<file path="config.mk">
export PLATFORM = sky130hd
export DESIGN_NAME = enc_frame_scheduler
export DESIGN_NICKNAME = d
export VERILOG_FILES = /design/src/rtl/enc_pkg.sv /design/src/rtl/enc_mask_add.sv /design/src/rtl/enc_frame_scheduler.sv
export SDC_FILE = /design/constraint.sdc
export NUM_CORES = 1
export LEC_CHECK = 0
export CAP_MARGIN = 25
export CORE_MARGIN = 2
export CORE_UTILIZATION = 55
export DETAILED_ROUTE_END_ITERATION = 16
export PLACE_DENSITY = 0.84
export SLEW_MARGIN = 20
export SYNTH_ARGS = -nofsm -noshare
export SYNTH_HDL_FRONTEND = slang
export SYNTH_HIERARCHICAL = 1
export SYNTH_SLANG_ARGS = --single-unit
</file>
<file path="constraint.sdc">
create_clock -name Clk -period 4.4 [get_ports Clk]
set_input_delay 0.44 -clock Clk [delete_from_list [all_inputs] [get_ports Clk]]
set_output_delay 0.44 -clock Clk [all_outputs]
set_load 0.01 [all_outputs]
</file>
<file path="src/rtl/enc_pkg.sv">
// Shared widths, LFSR taps, FSM states and packet layout for the frame encryption scheduler.
package enc_pkg;

  localparam int unsigned DATA_W = 60;
  localparam int unsigned KEY_W  = 11;
  localparam int unsigned TAG_W  = 6;
  localparam int unsigned SUM_W  = DATA_W + 1;
  localparam int unsigned PKT_W  = 78;
  localparam int unsigned CNT_W  = 10;

  localparam int unsigned KEY_TAP_HI = 10;
  localparam int unsigned KEY_TAP_LO = 8;
  localparam int unsigned TAG_TAP_HI = 5;
  localparam int unsigned TAG_TAP_LO = 4;

  typedef enum logic [1:0] {
    ST_IDLE = 2'd0,
    ST_CALC = 2'd1,
    ST_OUT  = 2'd2
  } state_e;

  typedef struct packed {
    logic [KEY_W-1:0] key;
    logic [SUM_W-1:0] sum;
    logic [TAG_W-1:0] tag;
  } pkt_t;

  // Fibonacci steps: shift left, feedback enters bit 0
  function automatic logic [KEY_W-1:0] key_step(input logic [KEY_W-1:0] k);
    return {k[KEY_W-2:0], k[KEY_TAP_HI] ^ k[KEY_TAP_LO]};
  endfunction

  function automatic logic [TAG_W-1:0] tag_step(input logic [TAG_W-1:0] t);
    return {t[TAG_W-2:0], t[TAG_TAP_HI] ^ t[TAG_TAP_LO]};
  endfunction

endpackage

</file>
<file path="src/rtl/enc_mask_add.sv">
// Expands the 11-bit key into a 60-bit mask and adds it to the plaintext, keeping the carry.
module enc_mask_add
  import enc_pkg::*;
(
  input  logic [KEY_W-1:0]  i_key,
  input  logic [DATA_W-1:0] i_data,
  output logic [SUM_W-1:0]  o_sum_c
);

  logic [DATA_W-1:0] w_mask;

  assign w_mask  = {i_key[4:0], i_key, ~i_key, ~i_key, i_key, i_key};
  assign o_sum_c = SUM_W'(i_data) + SUM_W'(w_mask);

endmodule

</file>
<file path="src/rtl/enc_frame_scheduler.sv">
// Word-at-a-time encryption scheduler with LFSR key/tag and periodic rekey.
// Optional statistics counters enabled by defining ENC_FRAME_SCHED_STATS_EN.
module enc_frame_scheduler
  import enc_pkg::*;
#(
  parameter int unsigned      REKEY_INTERVAL = 16,
  parameter logic [KEY_W-1:0] SEED_11        = 11'h5A3,
  parameter logic [TAG_W-1:0] SEED_6         = 6'h2B
) (
  input  logic              Clk,
  input  logic              Rst_n,
  input  logic              in_valid,
  output logic              in_ready,
  input  logic [DATA_W-1:0] in_data,
  output logic              out_valid,
  input  logic              out_ready,
  output logic [PKT_W-1:0]  out_data,
  input  logic              seed_load,
  input  logic [KEY_W-1:0]  seed_11,
  input  logic [TAG_W-1:0]  seed_6,
  output logic              busy,
  output logic              rekey_pulse
`ifdef ENC_FRAME_SCHED_STATS_EN
  ,
  output logic [31:0]       pkt_count,
  output logic [15:0]       rekey_count
`endif
);

  localparam logic [CNT_W-1:0] LAST_CNT = CNT_W'(REKEY_INTERVAL - 1);

  state_e            r_state;
  logic [KEY_W-1:0]  r_key;
  logic [TAG_W-1:0]  r_tag;
  logic [CNT_W-1:0]  r_word_cnt;
  logic [DATA_W-1:0] r_data;
  logic              r_out_valid;
  pkt_t              r_out_data;
  logic              r_rekey_pulse;

  logic [SUM_W-1:0]  w_sum;
  logic              w_handshake;
  logic              w_rekey;
  logic              w_seed_load;
  logic [KEY_W-1:0]  w_seed_key;
  logic [TAG_W-1:0]  w_seed_tag;

  enc_mask_add u_mask_add (
    .i_key   (r_key),
    .i_data  (r_data),
    .o_sum_c (w_sum)
  );

  assign w_handshake = (r_state == ST_OUT) && out_ready;
  assign w_rekey     = w_handshake && (r_word_cnt == LAST_CNT);
  assign w_seed_load = (r_state == ST_IDLE) && seed_load;
  // An all-zero seed would lock the LFSR, so it is replaced by 1
  assign w_seed_key  = (seed_11 == '0) ? KEY_W'(1) : seed_11;
  assign w_seed_tag  = (seed_6 == '0) ? TAG_W'(1) : seed_6;

  assign in_ready    = (r_state == ST_IDLE) && !seed_load;
  assign busy        = (r_state != ST_IDLE);
  assign out_valid   = r_out_valid;
  assign out_data    = r_out_data;
  assign rekey_pulse = r_rekey_pulse;

  always_ff @(posedge Clk or negedge Rst_n) begin
    if (!Rst_n) begin
      r_state       <= ST_IDLE;
      r_key         <= SEED_11;
      r_tag         <= SEED_6;
      r_word_cnt    <= '0;
      r_data        <= '0;
      r_out_valid   <= 1'b0;
      r_out_data    <= '0;
      r_rekey_pulse <= 1'b0;
    end else begin
      r_rekey_pulse <= 1'b0;
      case (r_state)
        ST_IDLE: begin
          if (seed_load) begin
            r_key      <= w_seed_key;
            r_tag      <= w_seed_tag;
            r_word_cnt <= '0;
          end else if (in_valid) begin
            r_data  <= in_data;
            r_state <= ST_CALC;
          end
        end
        ST_CALC: begin
          r_out_data  <= '{key: r_key, sum: w_sum, tag: r_tag};
          r_out_valid <= 1'b1;
          r_state     <= ST_OUT;
        end
        ST_OUT: begin
          if (out_ready) begin
            r_out_valid <= 1'b0;
            r_tag       <= tag_step(r_tag);
            if (w_rekey) begin
              r_key         <= key_step(r_key);
              r_word_cnt    <= '0;
              r_rekey_pulse <= 1'b1;
            end else begin
              r_word_cnt <= r_word_cnt + CNT_W'(1);
            end
            r_state <= ST_IDLE;
          end
        end
        default: r_state <= ST_IDLE;
      endcase
    end
  end

`ifdef ENC_FRAME_SCHED_STATS_EN
  logic [31:0] r_pkt_count;
  logic [15:0] r_rekey_count;

  // Free-running wrap counters, cleared alongside a seed reload
  always_ff @(posedge Clk or negedge Rst_n) begin
    if (!Rst_n) begin
      r_pkt_count   <= '0;
      r_rekey_count <= '0;
    end else if (w_seed_load) begin
      r_pkt_count   <= '0;
      r_rekey_count <= '0;
    end else begin
      if (w_handshake) r_pkt_count <= r_pkt_count + 32'(1);
      if (w_rekey)     r_rekey_count <= r_rekey_count + 16'(1);
    end
  end

  assign pkt_count   = r_pkt_count;
  assign rekey_count = r_rekey_count;
`endif

endmodule

</file>
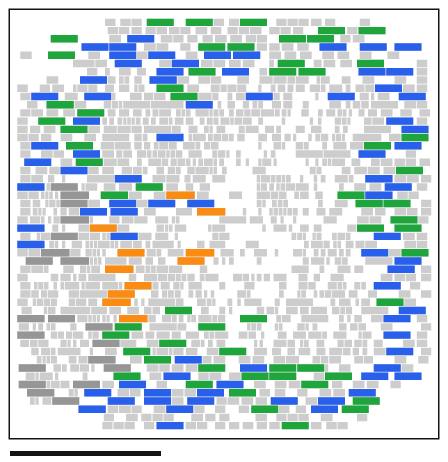
Fig. 1. Sequential cells grouped by signal name (run 1).
The bar under the picture is 50 um long.
colour	signal	sequential cells
orange	r_key	11
blue	out_data	78
green	r_data	60

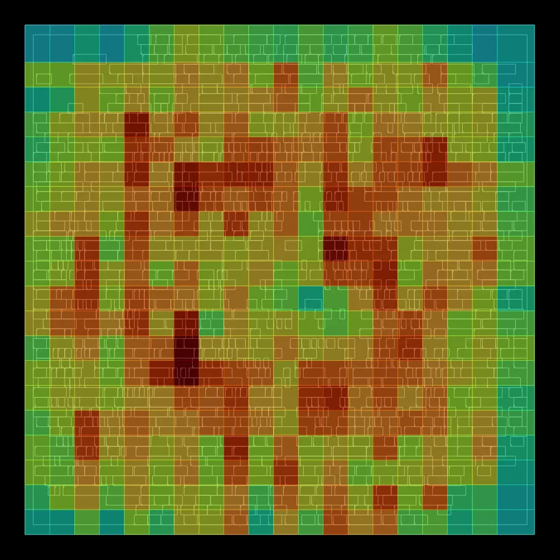
Fig. 2. Congestion heat map (run 1).
met2 global-route usage: 48.5%
met3 Track Usage GR: 5.94%
final standard cell utilization of the core: 68.5%
met1 track demand over resource in global routing: 38.9%

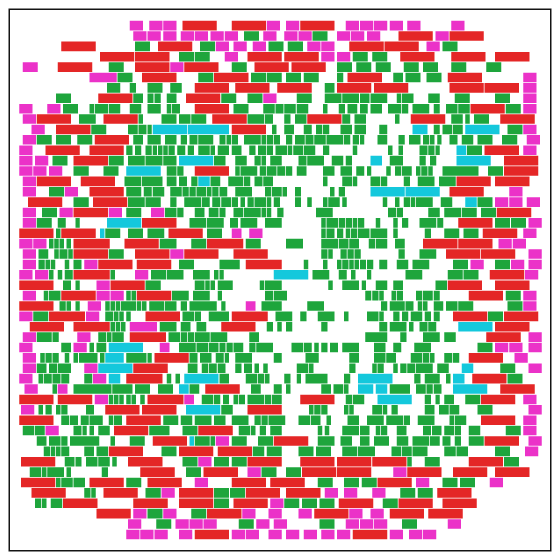
Fig. 3. Placement by cell class (run 1).
colour	class	cells
green	remaining logic cells	775
red	registers	169
cyan	clock drivers and dummy loads	32
magenta	remaining buffers and delay cells	170

==> commit_impl_results.txt, run 1 <==
Store results of the implementation flow

* Path class of the lowest-slack min-delay path: in2async
- Worst r2r dst: out_data[65]
- CTS built an H-tree with a depth of 4.
* Clock input transition at the sequential cells of the worst setup and hold paths: approximately 0.070 ns
- Layout overhead on the synthesized area: 22.8%
* Area leader, netlist: sky130_fd_sc_hd__dfrtp_1
- TritonCTS clock tree: built
- After routing the design area is 12800 um^2.
- Per the detail_route report, vias per standard cell equal ~6.1.
* Clock network latency to the later pin of the worst-skew pair: approximately 0.43 ns
- The slowest stage of the critical path is the sky130_fd_sc_hd__o41ai_2 cell.
* Largest vdd supply drop: around 0.36 mV
- STA classifies the critical path endpoint as a flop.
* Signal arrival time at the worst endpoint: 4.02 ns
* Share of synthesized area occupied by flip-flops and latches: 40.8%
- Setup TNS: 0 ns
- Post-synthesis instance total: 986
* DPL Wire Length: 21600 um
- Cell types with the highest counts after synthesis: sky130_fd_sc_hd__dfrtp_1, sky130_fd_sc_hd__mux2_2, sky130_fd_sc_hd__nand2_1
- Number of CTS-inserted buffers: 17
- Yosys reports that the leading cell type by area covers 38.3% of the netlist area.
* LEAKAGE: 5.43 nW
- Power per unit of standard cell area: 764 nW/um^2
* Chip width: 141 um
* Ys flops: 169
- In the final report, the number of pins over their slew limit comes to 0.
- Reg2Reg Depth: 11
- For this run, the detailed router's first-pass iteration total came to 6.
- The number of global-route vias before repair is 8585.
- The count of nets left with antenna violations once routing finished came out at 0.
* Post-cts repair resize count: 0
* Maximum number of buffers from clock root to sink: 2
- Hold Slack: 0.0285 ns
* Top delay family on crit path: AND-OR/OR-AND gates
- Avg WL per Cell: between 20 and 25 um
- Number of enable-type register cells in the synthesized netlist: 0
- Minimum setup slack among reg-to-reg paths: 0.69 ns
- Per the timing report, the most critical flop-to-flop path originates at r_key[4].
- Looking at the global route congestion table, the highest-usage layer is met2.
- The flow ran to the end, and the final reports show no timing, DRC or antenna violations.
* Setup slack after layout: 0.690 ns
-- run 1: logic make-up after synthesis --
logic type / synth area share, %
and+or+nand+nor: 11.3
AOI/OAI and AO/OA: 15.4
DFF: 40.8
muxes: 16.7
buffers and inverters: 3.05
xor gates and xnor gates: 5.23
adders and majority gates: 7.54
-- run 1: worst max path at each step --
stage	from	endpoint	slack (ns)	cells past startpoint
4_1_cts	r_key[1]	out_data[65]	0.73	10
2_1_floorplan	r_key[0]	out_data[52]	1.21	12
3_3_place_gp	r_key[0]	out_data[63]	0.86	12
5_1_grt	r_key[1]	out_data[65]	0.39	10
3_5_place_dp	r_key[1]	out_data[65]	0.78	10
6_report	r_key[4]	out_data[65]	0.69	11
-- run 1: layout make-up --
| cell class | instances | area [um^2] |
|---|---|---|
| Tap cell | 234 | 293 |
| Fill cell | 1439 | 5880 |
| Timing Repair Buffer | 170 | 1710 |
| Clock buffer | 20 | 447 |
| Sequential cell | 169 | 4240 |
| Multi-Input combinational cell | 748 | 5840 |
| Clock inverter | 12 | 129 |
| Inverter | 27 | 101 |
-- run 1: flip-flops by register name, summed over array words and instances (netlist names) --
| name | cells |
|---|---|
| rekey_pulse | 1 |
| r_tag | 6 |
| r_key | 11 |
| out_data | 78 |
| r_data | 60 |
| out_valid | 1 |
| r_state | 2 |
| r_word_cnt | 10 |
-- run 1: layer usage --
metal  share of wire, %  vias to the layer above
met5                  0                        -
met4                3.2                        0
met3                6.1                       65
met2                 48                      353
met1                 43                     4139
li1                   -                     3896
-- run 1: power breakdown --
group / internal, mW / total, mW / switching [mW]
clock: 0.813 / 1.49 / 0.672
sequential: 2.16 / 2.66 / 0.499
combinational: 2.65 / 5.60 / 2.95
total: 5.63 / 9.75 / 4.12
==> run 2: changes to the inputs <==
==> constraint.sdc (replaced) <==
create_clock -name Clk -period 3.7 [get_ports Clk]
set_input_delay 0.37 -clock Clk [delete_from_list [all_inputs] [get_ports Clk]]
set_output_delay 0.37 -clock Clk [all_outputs]
set_load 0.01 [all_outputs]
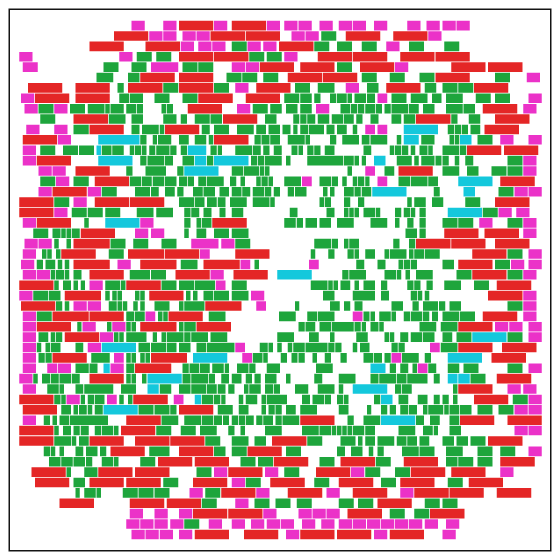
Fig. 4. Placement by cell class (run 2).
colour	class	cells
cyan	clock drivers and dummy loads	32
magenta	remaining buffers and delay cells	188
red	registers	169
green	remaining logic cells	775

==> commit_impl_results.txt, run 2 <==
Store results of the implementation flow

- The number of levels the H-tree was split into is 4 (unchanged).
- The worst-case max-slew headroom was logged as a little over two fifths.
* Area leader, netlist: sky130_fd_sc_hd__dfrtp_1
- Post-synthesis instance total: 986 (unchanged)
* Vias post-DR: 8431
- Area fraction in mux cells: 16.7% (unchanged)
- The area growth from synthesis to layout is 24.2%.
- Cell types with the highest counts after synthesis: sky130_fd_sc_hd__dfrtp_1, sky130_fd_sc_hd__mux2_2, sky130_fd_sc_hd__nand2_1
- Maximum number of buffers from clock root to sink: 2 (unchanged)
* Number of detailed-routing iterations run before antenna repair: 6 (unchanged)
* Internal Power: 6.79 mW (+21%)
- The final-layout fill cell count is 1448 (+0.63%).
- The count of library flops with an enable pin is 0 (unchanged).
- Largest non-sequential cell family by area: multiplexers
- DPL Wire Length: 21600 um (-0.32%)
- Setup slack after layout: 0.174 ns (-0.516 ns)
- The met3 demand-to-capacity share in global routing was 6.95% (+1.0 points).
- Post-layout total power: 11.7 mW
* Number of antenna violations at the first check in global routing: 1
- Cell type of the slowest stage on the worst timing path: sky130_fd_sc_hd__fa_1
* Power spent charging and discharging nets: 4.86 mW (+18%)
* LEAKAGE: 5.53 nW (+1.8%)
- The xor and xnor fraction of the mapped netlist area came to 5.23% (unchanged).
- For this run, design rule violations remaining after detail routing come to 0.
* Power drawn by the clock network: 1.76 mW (+18%)
- Power per unit of standard cell area: 903 nW/um^2 (+18%)
* Nature of the critical path endpoint: flop
- The CTS buffer count came to 17 (unchanged).
- Avg WL per Cell: 20.1 um (-3.2%)
- Entering global routing, the biggest net connects 79 pins.
- The switching power share of the total is 41.7% (-0.53 points).
- Highest routed layer: met4
* Final standard cell utilization of the core: 69.2% (+0.78 points)
- The report counts max-capacitance violations totalling 0.
- Warnings, synthesis: 6
- The length of routed met2 wiring is 13600 um (-0.67%).
* Synthesized-area fraction occupied by ao, oa, aoi and oai cells: 15.4% (unchanged)
* Setup TNS: 0 ns (unchanged)
- Synth Area in Simple Gates: 11.3% (unchanged)
- Path class of the lowest-slack min-delay path: in2reg
- Run status: completed
- Sequential cell power: 3.11 mW (+17%)
- The sequential cell area came to 4240 um^2 (about the same).
- Reg power frac: 26.7% (-0.6 points)
- Post-cts repair resize count: 0 (unchanged)
* Fraction of the mapped netlist area in adder cells: 7.54% (unchanged)
- Hold Slack: 0.489 ns (+0.461 ns)
- Fraction of power consumed by the clock network: 15.1% (about the same)
- The fraction of met1 tracks used by global routing came to 37.6% (-1.3 points).
- Vias in the first global route: 8544 (-0.48%)
- Combinational fraction of design power: 58.2% (+0.7 points)
* Share of synthesized area occupied by flip-flops and latches: 40.8% (unchanged)
- Comb pwr: 6.78 mW (+21%)
- The routed metal-1 wire length came to 12000 um (-2.4%).
- TritonCTS clock tree: built
* Main area contributors after synthesis: sky130_fd_sc_hd__dfrtp_1, sky130_fd_sc_hd__mux2_2, sky130_fd_sc_hd__ha_1
- The x dimension of the die is 141 um (unchanged).
* Critical Path Max Stage Delay: 0.41 ns
- Per STA, the worst path accumulates the most delay in the family AND-OR/OR-AND gates.
- The layer flagged by global routing as most heavily used is met2.
- Ys flops: 169 (unchanged)
- The design area was 12900 um^2 (+1.1%).
- Signal arrival time at the worst endpoint: 3.85 ns (-0.17 ns)
- After synthesis the cells add up to 10400 um^2.
* Average vias per placed instance: 6.03 (-1.5%)
- Routed wire length on met3: 1840 um (+4.4%)
- The insertion delay of the later-clocked pin in the worst-skew pair came to 0.44 ns (about the same).
- Met2 global-route usage: 48.9% (+0.31 points)
* Global Route Usage Sum: between 20% and 30%
- The clock-pin slew of the registers on the worst-case setup and hold paths is 0.07 ns (about the same).
- The count of antenna-violating nets left after detailed routing was 0 (unchanged).
* Top Consumer: combinational logic
- Post-CTS setup buffer count: 0
- The largest voltage drop on the vdd net came to 0.448 mV (+24%).
- Most common reg cell: sky130_fd_sc_hd__dfrtp_1
- The number of max-slew violations in the final report was 0 (unchanged).
- Proportion of netlist area held by the largest area contributor: 38.3% (unchanged)
- The combinational cell area excluding buffers and inverters was 5850 um^2 (+0.13%).
- Placed Cells incl. Taps: 1365
- The flip-flop count of the largest register after layout was 78 (unchanged).
==> run 2: netlist changes by cell type in the layout (fill, tap and decap cells not counted), sizes merged <==
cell	before	now
clkinv	2	5
buf	8	25
dlygate4sd3	0	1
inv	34	33
clkbuf	20	19
clkinvlp	2	1
==> run 2: final cells by class <==
type                            instances  share of cell area, %
Clock buffer                           19                   3.43
Multi-Input combinational cell        748                   45.3
Sequential cell                       169                   32.9
Inverter                               27                  0.785
Clock inverter                         13                   1.02
Tap cell                              234                   2.27
Timing Repair Buffer                  188                   14.3
==> run 2: worst paths after layout <==
kind	start	to	slack, ns	cells past startpoint
worst max-delay path	r_key[0]	out_data[50]	0.17	12
worst min-delay path	seed_6[5]	r_tag[5]	0.49	3
worst max register to register	r_key[0]	out_data[50]	0.17	12
worst min register to register	out_data[67]	out_data[67]	0.51	1
max in group asynchronous	Rst_n	r_key[10]	2.25	3
min in group asynchronous	Rst_n	r_data[55]	0.52	2
==> run 2: worst reg2reg max path, cell delays in order (launching register included) <==
cell	delay, ns
sky130_fd_sc_hd__dfstp_2	0.39
sky130_fd_sc_hd__ha_1	0.25
sky130_fd_sc_hd__fa_1	0.41
sky130_fd_sc_hd__a21o_1	0.22
sky130_fd_sc_hd__a221o_2	0.41
sky130_fd_sc_hd__o22ai_2	0.21
sky130_fd_sc_hd__o21ai_1	0.16
sky130_fd_sc_hd__buf_4	0.18
sky130_fd_sc_hd__a21oi_1	0.23
sky130_fd_sc_hd__o21bai_1	0.17
sky130_fd_sc_hd__a211oi_1	0.41
sky130_fd_sc_hd__xnor2_1	0.11
sky130_fd_sc_hd__mux2_2	0.27
Power is estimated from default activity; no workload was simulated.
